### config.mk
export PLATFORM = sky130hd
export DESIGN_NAME = writeback_regfile_flat
export DESIGN_NICKNAME = d
export VERILOG_FILES = /design/src/rtl/writeback_regfile_if.sv /design/src/rtl/writeback_regfile.sv /design/src/flat_wrapper.sv
export SDC_FILE = /design/constraint.sdc
export NUM_CORES = 2
export LEC_CHECK = 0
export CORE_UTILIZATION = 40
export DETAILED_ROUTE_END_ITERATION = 7
export GPL_TIMING_DRIVEN = 0
export SLEW_MARGIN = 20
export SYNTH_ARGS = -nofsm -noshare
export SYNTH_HDL_FRONTEND = slang
export SYNTH_SLANG_ARGS = --single-unit
### constraint.sdc
create_clock -name clk -period 3.1 [get_ports clk]
set_input_delay 0.465 -clock clk [delete_from_list [all_inputs] [get_ports clk]]
set_output_delay 0.465 -clock clk [all_outputs]
set_load 0.05 [all_outputs]
### src/rtl/writeback_regfile_if.sv
// EX->WB pipeline register and register-file read ports between alu_stage, decode and writeback.
// The upstream side uses master; writeback_regfile uses slave.
interface writeback_regfile_if #(
    parameter int unsigned XLEN = 32,
    parameter int unsigned AW   = 5
);
    typedef struct packed {
        logic [XLEN-1:0] alu_result;
        logic            alu_result_ready;
        logic [AW-1:0]   reg_wr_addr;
        logic            reg_wr_en;
    } ex_wb_t;

    ex_wb_t          ex_wb_reg;
    logic [AW-1:0]   rs1_addr;
    logic [AW-1:0]   rs2_addr;
    logic [XLEN-1:0] alu_reg_input_a;
    logic [XLEN-1:0] alu_reg_input_b;

    modport master (
        output ex_wb_reg, rs1_addr, rs2_addr,
        input  alu_reg_input_a, alu_reg_input_b
    );

    modport slave (
        input  ex_wb_reg, rs1_addr, rs2_addr,
        output alu_reg_input_a, alu_reg_input_b
    );
endinterface

### src/rtl/writeback_regfile.sv
// Writeback stage and integer register file: commits EX_WB results to x1..x31,
// serves two bypassed read ports plus a raw debug port, and counts retired ops.
module writeback_regfile #(
    parameter int unsigned XLEN      = 32,
    parameter int unsigned NUM_REGS  = 32,
    parameter int unsigned INSTRET_W = 64,
    localparam int unsigned AW       = $clog2(NUM_REGS)
) (
    input  logic                 clk,
    input  logic                 reset_n,
    writeback_regfile_if.slave   wb,
    input  logic [AW-1:0]        dbg_addr,
    output logic [XLEN-1:0]      dbg_data,
    output logic [INSTRET_W-1:0] instret,
    output logic                 wb_commit,
    output logic [AW-1:0]        wb_commit_addr
);
    logic [XLEN-1:0] regs [NUM_REGS];
    logic            we;
    logic            ready;
    logic [AW-1:0]   wr_addr;
    logic [XLEN-1:0] wr_data;

    assign ready   = wb.ex_wb_reg.alu_result_ready;
    assign wr_addr = wb.ex_wb_reg.reg_wr_addr;
    assign wr_data = wb.ex_wb_reg.alu_result;

    // Gating with reset_n keeps the bypass from leaking a pending write while reset is held.
    assign we = ready & wb.ex_wb_reg.reg_wr_en & (wr_addr != '0) & reset_n;

    always_ff @(posedge clk or negedge reset_n) begin
        if (!reset_n) begin
            for (int i = 0; i < int'(NUM_REGS); i++) begin
                regs[i] <= '0;
            end
        end else if (we) begin
            regs[wr_addr] <= wr_data;
        end
    end

    always_ff @(posedge clk or negedge reset_n) begin
        if (!reset_n) begin
            instret        <= '0;
            wb_commit      <= 1'b0;
            wb_commit_addr <= '0;
        end else begin
            if (ready) begin
                instret <= instret + INSTRET_W'(1);
            end
            wb_commit <= we;
            if (we) begin
                wb_commit_addr <= wr_addr;
            end
        end
    end

    // Read priority: x0, then same-cycle write-through, then the array.
    always_comb begin
        wb.alu_reg_input_a = regs[wb.rs1_addr];
        if (wb.rs1_addr == '0) begin
            wb.alu_reg_input_a = '0;
        end else if (we && (wb.rs1_addr == wr_addr)) begin
            wb.alu_reg_input_a = wr_data;
        end
    end

    always_comb begin
        wb.alu_reg_input_b = regs[wb.rs2_addr];
        if (wb.rs2_addr == '0) begin
            wb.alu_reg_input_b = '0;
        end else if (we && (wb.rs2_addr == wr_addr)) begin
            wb.alu_reg_input_b = wr_data;
        end
    end

    assign dbg_data = regs[dbg_addr];
endmodule

### src/flat_wrapper.sv
// flat-port wrapper written by rule: the top's interface ports become plain ports
module writeback_regfile_flat 
#(
    parameter int unsigned XLEN      = 32,
    parameter int unsigned NUM_REGS  = 32,
    parameter int unsigned INSTRET_W = 64,
    localparam int unsigned AW       = $clog2(NUM_REGS)
)
  (clk, reset_n, dbg_addr, dbg_data, instret, wb_commit, wb_commit_addr, wb_ex_wb_reg, wb_rs1_addr, wb_rs2_addr, wb_alu_reg_input_a, wb_alu_reg_input_b);
  writeback_regfile_if #(.XLEN(XLEN), .AW(5)) wb_i ();
  input  logic clk;
  input  logic reset_n;
  input  logic [AW-1:0] dbg_addr;
  output logic [XLEN-1:0] dbg_data;
  output logic [INSTRET_W-1:0] instret;
  output logic wb_commit;
  output logic [AW-1:0] wb_commit_addr;
  input wire logic [$bits(wb_i.ex_wb_reg)-1:0] wb_ex_wb_reg;
  input wire logic [$bits(wb_i.rs1_addr)-1:0] wb_rs1_addr;
  input wire logic [$bits(wb_i.rs2_addr)-1:0] wb_rs2_addr;
  output wire logic [$bits(wb_i.alu_reg_input_a)-1:0] wb_alu_reg_input_a;
  output wire logic [$bits(wb_i.alu_reg_input_b)-1:0] wb_alu_reg_input_b;
  assign wb_i.ex_wb_reg = wb_ex_wb_reg;
  assign wb_i.rs1_addr = wb_rs1_addr;
  assign wb_i.rs2_addr = wb_rs2_addr;
  assign wb_alu_reg_input_a = wb_i.alu_reg_input_a;
  assign wb_alu_reg_input_b = wb_i.alu_reg_input_b;
  writeback_regfile #(.XLEN(XLEN), .NUM_REGS(NUM_REGS), .INSTRET_W(INSTRET_W)) u_core (.clk(clk), .reset_n(reset_n), .wb(wb_i), .dbg_addr(dbg_addr), .dbg_data(dbg_data), .instret(instret), .wb_commit(wb_commit), .wb_commit_addr(wb_commit_addr));
endmodule
==> qor.txt <==
status - complete, but fails checks
failing checks - design-rule violations, negative setup slack
Reg2Reg Depth - 5
top area contributor share - 0.410
vias in the first global route - 52100
relative slew slack - 0.216
cts bufs inserted - 131
GP Congestion - 0.997
Vias - 53700
Nets - 5273
row count - 149
Layout area overhead - 21.2%
Synth top cells by count - mux2_2 (1182), dfrtp_1 (1094), mux4_2 (642)
tool warnings - 51
Crit Path Class - reg -> out
Post-Route WL - 316 mm
first-pass GRT wire length - 427 mm
Synth flops - 1094
overall die area - 169000 um2
FP Core Util - 0.404
R2R Setup Slk - 0.66 ns
largest net degree at the start of global routing - 138
CTS root buffer - clkbuf_16
startpoint type of the worst setup path - register
worst vdd ir - 0.000674 V
Arrival @ worst endpoint - 2.79 ns
count of final setup violators - 180
GRT Resource Usage Total - 0.369
syn nets - 4791
Late-Pin Clk Latency - 0.81 ns
I/O pin count - 222
Power Density - 514 nW/um2
R2R Path Start - u_core.instret[2]$_DFFE_PN0P_
routed length per instance - 42.0 um
drt drc - 1
biggest area cells - dfrtp_1 (41%), mux4_2 (22%), mux2_2 (20%)
CTS tree - built
DR pass1 iterations - 8
fin worst setup slack - -0.157 ns
DIE WIDTH - 411 um
Required @ worst endpoint - 2.63 ns
vias per inst - 7.14
Avg Cell Area, Syn - 14.1 um2
Seq share, synth - 0.410
Final min period - 3.26 ns
detailed router's first-iteration violation count - 8398
Post-synth EDFFs - 0
port buffer count - 206
CP Max Fanout - 4
-- registers in the layout (all words and copies together), names as in the netlist --
signal / count
u_core.wb_commit: 1
u_core.regs: 1024
u_core.instret: 64
u_core.wb_commit_addr: 5
-- cell families after synthesis --
| kind of cell | Yosys count | synth area share |
|---|---|---|
| mux | 2138 | 0.463 |
| compound gates | 446 | 0.0491 |
| fa+ha+maj | 1 | 0.000187 |
| flops | 1094 | 0.410 |
| simple gates | 423 | 0.0325 |
| buf+inv | 559 | 0.0361 |
| xor+xnor | 73 | 0.00957 |
-- through the flow --
| stage | hold WS [ns] | cells | TNS [ns] | total power, mW | cell area (um2) |
|---|---|---|---|---|---|
| 6_report | 0.152 | 7514 | -9.11 | 41.6 | 81000 |
| 5_1_grt | 0.189 | 7510 | -3.59 | 42.5 | 81000 |
| 4_1_cts | 0.129 | 7471 | -2.28 | 41.1 | 80000 |
| 3_5_place_dp | 0.460 | 7142 | -1696.53 | 24.3 | 72100 |
| 3_3_place_gp | 0.461 | 7129 | - | 23.9 | 71700 |
| 2_1_floorplan | 0.169 | 4734 | 0 | 21.3 | 66900 |
-- critical path, cell delays in order (launching register included) --
cell and delay, ns:
dfrtp_1 0.43, mux4_2 0.50, mux4_2 0.54, mux2_4 0.34, buf_6 0.17
-- per-layer routing --
layer	vias up	GRT usage	part of all wire
li1	19600	-	-
met4	14	0.240	0.083
met5	-	0.00311	0.0011
met2	4671	0.511	0.41
met1	28000	0.461	0.36
met3	1323	0.171	0.15
-- power breakdown --
group	leakage, nW	switching, mW	total (mW)	internal (mW)
Sequential	14.9	1.11	16.5	15.4
Clock	2.17	6.91	16.4	9.54
Combinational	18.8	4.75	8.69	3.93
Total	35.8	12.8	41.6	28.9
-- cell usage in the layout, fill, tap and decap left out, types with 102 or more instances in the layout --
cell and count:
mux2_2 1150, dfrtp_1 1094, mux4_2 642, mux2i_1 288, buf_4 185, clkbuf_1 175, clkbuf_16 138, buf_6 122
buf_2 118, clkdlybuf4s50_1 102
-- cell type report --
cell class / count / area, um2 / share of cell area
Multi-Input combinational cell: 3081 / 38300 / 0.473
Tap cell: 2189 / 2740 / 0.0338
Timing Repair Buffer: 356 / 3750 / 0.0463
Inverter: 10 / 50.0 / 0.000618
Clock inverter: 39 / 664 / 0.00820
Sequential cell: 1094 / 27400 / 0.338
Clock buffer: 195 / 3790 / 0.0468
Buffer: 542 / 4310 / 0.0532
Antenna cell: 8 / 20.0 / 0.000247
-- repair_timing --
item                                   in CTS  in global routing
setup endpoints to repair                1083                167
hold buffers                                5                  0
cloned                                      8                  3
pin swaps                                  26                 44
buffers inserted                           85                 38
endpoints found under the hold margin      46                  0
resized                                  1452                204
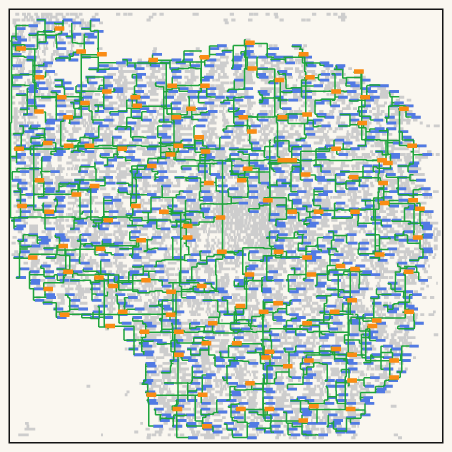
clk_routes.png
legend:
  green:
    item: clock wires
    length: 16600 um
  orange:
    item: clock drivers
    count: 131
  blue:
    item: flip-flops
    count: 1094
flops lie: all over the die

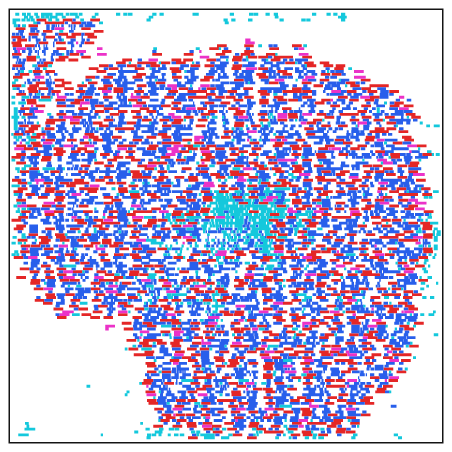
placement_by_type.png
legend:
  red:
    class: sequential cells
    cells: 1094
  blue:
    class: combinational and other logic
    cells: 3091
  magenta:
    class: clock drivers and dummy loads
    cells: 234
  cyan:
    class: remaining buffers and delay cells
    cells: 898

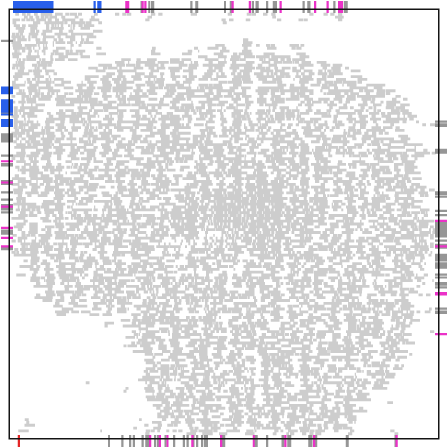
io_placement.png
Pins as bars across the die edge, other pins in gray.
legend:
  red:
    port: reset_n
    pins: 1
    direction: input
    edge: bottom
  magenta:
    port: dbg_data
    pins: 32
    direction: output
    edge: 12 top, 9 bottom, 6 left, 5 right
  blue:
    port: instret
    pins: 64
    direction: output
    edge: 44 top, 20 left

Power figures rest on the tool's default switching activity, not on a simulated workload.
